<file path="config.mk">
export PLATFORM = sky130hd
export DESIGN_NAME = mul_pipe
export DESIGN_NICKNAME = d
export VERILOG_FILES = /design/src/rtl/riscv_pkg.sv /design/src/rtl/mul_pipe.sv
export SDC_FILE = /design/constraint.sdc
export NUM_CORES = 2
export LEC_CHECK = 0
export ABC_AREA = 1
export CORE_MARGIN = 4
export CORE_UTILIZATION = 30
export CTS_CLUSTER_DIAMETER = 150
export DETAILED_ROUTE_END_ITERATION = 6
export GPL_ROUTABILITY_DRIVEN = 0
export PLACE_DENSITY = 0.57
export SYNTH_ARGS = -nofsm -noshare
export SYNTH_HDL_FRONTEND = slang
export SYNTH_SLANG_ARGS = --single-unit
export TNS_END_PERCENT = 50
</file>
<file path="constraint.sdc">
create_clock -name clk -period 6.75 [get_ports clk]
set_input_delay 1.0125 -clock clk [delete_from_list [all_inputs] [get_ports clk]]
set_output_delay 1.0125 -clock clk [all_outputs]
set_load 0.02 [all_outputs]
</file>
<file path="src/rtl/riscv_pkg.sv">
// Shared RISC-V execution-unit types.
// mul_ope_e selects which multiply variant a mul_pipe request performs.
package riscv_pkg;

   typedef enum logic [1:0] {
      MULL   = 2'd0,   // low half, unsigned x unsigned (same bits as signed)
      MULH   = 2'd1,   // high half, signed x signed
      MULHSU = 2'd2,   // high half, signed a x unsigned b
      MULHU  = 2'd3    // high half, unsigned x unsigned
   } mul_ope_e;

endpackage

</file>
<file path="src/rtl/mul_pipe.sv">
// Pipelined integer multiplier with valid/ready on both sides.
// The product is formed from two half-width partial products. With more than
// one stage, they are registered in stage 0 and summed in stage 1. Any further
// stages only carry the selected result. With a single stage, everything is
// formed in one cycle. A stage advances when its successor is empty or
// advancing in the same cycle, so bubbles collapse.
//
// Ports:
//   clk, rst              clock, synchronous active-high reset
//   in_valid / in_ready   request handshake (a, b, ope)
//   a, b                  operands (rs1, rs2)
//   ope                   MULL / MULH / MULHSU / MULHU
//   flush                 drop every in-flight request
//   out_valid / out_ready result handshake
//   out                   selected half of the 2*DATA_WIDTH product
module mul_pipe
   import riscv_pkg::*;
#(
   parameter int DATA_WIDTH = 32,
   parameter int STAGES     = 3
) (
   input  logic                  clk,
   input  logic                  rst,
   input  logic                  in_valid,
   output logic                  in_ready,
   input  logic [DATA_WIDTH-1:0] a,
   input  logic [DATA_WIDTH-1:0] b,
   input  mul_ope_e              ope,
   input  logic                  flush,
   output logic                  out_valid,
   input  logic                  out_ready,
   output logic [DATA_WIDTH-1:0] out
);

   localparam int W  = DATA_WIDTH;
   localparam int H  = W / 2;
   localparam int PW = 2 * W;

   logic [STAGES-1:0] r_vld;
   logic [STAGES-1:0] w_adv;
   logic [STAGES-1:0] w_load;
   logic              w_acc;

   logic              w_sa;
   logic              w_sb;
   logic              w_hi_in;
   logic [PW-1:0]     w_a_x;
   logic [PW-1:0]     w_b_lo;
   logic [PW-1:0]     w_b_hi;
   logic [PW-1:0]     w_pp_lo_in;
   logic [PW-1:0]     w_pp_hi_in;

   function automatic logic [W-1:0] f_sel(input logic [PW-1:0] p, input logic hi);
      return hi ? p[PW-1:W] : p[W-1:0];
   endfunction

   // Operands are extended to the full product width. Signed/unsigned then only
   // differ in the extension bits, and modulo-2^PW multiplication gives the exact
   // product for every variant. b is split into an unsigned low half and a
   // (possibly signed) high half.
   always_comb begin
      w_sa       = (ope == MULH) || (ope == MULHSU);
      w_sb       = (ope == MULH);
      w_hi_in    = (ope != MULL);
      w_a_x      = {{W{w_sa & a[W-1]}}, a};
      w_b_lo     = {{(PW-H){1'b0}}, b[H-1:0]};
      w_b_hi     = {{(PW-(W-H)){w_sb & b[W-1]}}, b[W-1:H]};
      w_pp_lo_in = w_a_x * w_b_lo;
      w_pp_hi_in = w_a_x * w_b_hi;
   end

   // Ready ripples back from the output: the last stage frees on out_ready,
   // each earlier stage frees when its successor is empty or freeing.
   always_comb begin
      w_adv = '0;
      w_adv[STAGES-1] = r_vld[STAGES-1] && out_ready;
      for (int k = STAGES - 2; k >= 0; k--) begin
         w_adv[k] = r_vld[k] && (!r_vld[k+1] || w_adv[k+1]);
      end
   end

   assign in_ready = !rst && !flush && (!r_vld[0] || w_adv[0]);
   assign w_acc    = in_valid && in_ready;

   always_comb begin
      w_load    = '0;
      w_load[0] = w_acc;
      for (int k = 1; k < STAGES; k++) begin
         w_load[k] = w_adv[k-1];
      end
   end

   always_ff @(posedge clk) begin
      if (rst || flush) begin
         r_vld <= '0;
      end else begin
         for (int k = 0; k < STAGES; k++) begin
            r_vld[k] <= w_load[k] || (r_vld[k] && !w_adv[k]);
         end
      end
   end

   assign out_valid = r_vld[STAGES-1];

   // Data registers only load on a new entry, so out holds its last value
   // after the final result drains.
   generate
      if (STAGES == 1) begin : g_one
         logic [W-1:0] r_res0;

         always_ff @(posedge clk) begin
            if (rst) begin
               r_res0 <= '0;
            end else if (w_load[0]) begin
               r_res0 <= f_sel(w_pp_lo_in + (w_pp_hi_in << H), w_hi_in);
            end
         end

         assign out = r_res0;
      end else begin : g_multi
         logic [PW-1:0] r_pp_lo;
         logic [PW-1:0] r_pp_hi;
         logic          r_hi;
         logic [W-1:0]  r_res [1:STAGES-1];

         always_ff @(posedge clk) begin
            if (rst) begin
               r_pp_lo <= '0;
               r_pp_hi <= '0;
               r_hi    <= 1'b0;
            end else if (w_load[0]) begin
               r_pp_lo <= w_pp_lo_in;
               r_pp_hi <= w_pp_hi_in;
               r_hi    <= w_hi_in;
            end
         end

         always_ff @(posedge clk) begin
            if (rst) begin
               r_res[1] <= '0;
            end else if (w_load[1]) begin
               r_res[1] <= f_sel(r_pp_lo + (r_pp_hi << H), r_hi);
            end
         end

         for (genvar k = 2; k < STAGES; k++) begin : g_carry
            always_ff @(posedge clk) begin
               if (rst) begin
                  r_res[k] <= '0;
               end else if (w_load[k]) begin
                  r_res[k] <= r_res[k-1];
               end
            end
         end

         assign out = r_res[STAGES-1];
      end
   endgenerate

endmodule

</file>
Figure 1. Sequential cells coloured by netlist name.
Bar = 100 um. Other sequential cells in the stronger grey, the rest of the logic in the fainter grey.
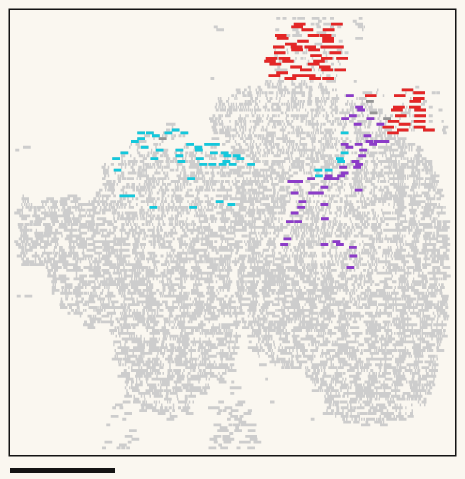
colour	name in the netlist	flops
purple	g_multi.r_pp_lo	50
cyan	g_multi.r_pp_hi	48
red	g_multi.r_res	64

Figure 2. Placed cells, one colour a class.
Bar = 100 um.
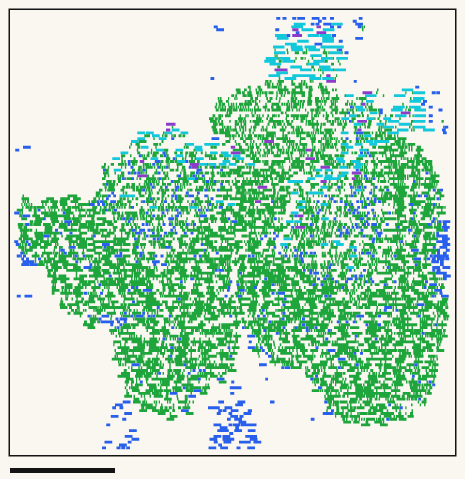
colour	class	cells
green	all other logic	6788
purple	clock drivers and dummy loads	32
blue	other buffers and delay cells	654
cyan	flops	166

==> results_slide.txt <==
Implementation Results

Critical path
  • Largest delay share family, worst path: adder cells
  • Crit-path max cell delay: 530 ps

Status
  • Status: complete, but fails checks
  • Failing checks: DRC

Floorplan
  • Chip area: 178700 sq um

Layout
  • Fin cells: 9937
  • CLK BUF: 17
  • Non-clock buffer share: 0.1040

Global routing
  • Largest net degree at the start of global routing: 100
  • Vias in the first global route: 46930

Hold path
  • WHS Path Cells: 2

Synth
  • Top FF cell, synth: dfxtp_1
  • Unique cell types: 46
  • Top non-seq family: adder cells

Timing
  • Hold slack: 462.6 ps
  • Final worst path period share: 0.9753

Route
  • DRC viols: 9
  • Iteration tally of the first detailed-router pass: 7

CTS
  • Clock Sinks: 166

Job
  • Number of OpenROAD warnings: 29

Placement
  • Pre-CTS setup slack: -661.1 ps
[final timing paths]
kind	from	end	slack, ps
setup reg to reg	g_multi.r_pp_lo[16]	g_multi.r_res[1][12]	3780
hold reg to reg	g_multi.r_pp_lo[2]	g_multi.r_pp_lo[2]	460
setup / recovery	ope[1]	g_multi.r_pp_hi[38]	170
hold / removal	g_multi.r_pp_lo[2]	g_multi.r_pp_lo[2]	460
[timing repair]
| action | CTS | global route |
|---|---|---|
| setup endpoints to repair | 7 | 44 |
| hold buffers | 0 | 0 |
| pin swaps | 0 | 13 |
| resized | 5 | 148 |
| setup buffers | 0 | 4 |
| cloned | 0 | 1 |
[state kept, by name, indices dropped and copies added, names as in the netlist]
name,cells
g_multi.r_pp_hi,48
r_vld,3
g_multi.r_pp_lo,50
g_multi.r_hi,1
g_multi.r_res,64
[synthesized netlist by cell type, drive strengths merged, types with 23 or more instances]
cell / count
fa: 1026
a21oi: 202
clkbuf: 282
inv: 2227
nand4: 43
o21ai: 138
nand3: 203
o21a: 41
ha: 282
nand2: 2110
dfxtp: 102
o21bai: 45
xor2: 32
nor2: 358
edfxtp: 64
buf: 23
[worst reg2reg max path: stages (launching register included)]
cell,delay [ps]
dfxtp_1,340
ha_1,240
inv_1,80
fa_1,440
inv_1,150
nand3_1,80
nand3_1,230
nand3_1,130
nand3_1,200
nand3_1,100
nand3_1,180
nor2_1,60
o21ai_0,410
inv_1,80
[per-layer routing]
metal / up-vias / track usage
li1: 21230 / -
met3: 240 / 0.01830
met1: 22030 / 0.2390
met5: - / 0
met4: 2 / 0.04860
met2: 1196 / 0.3299
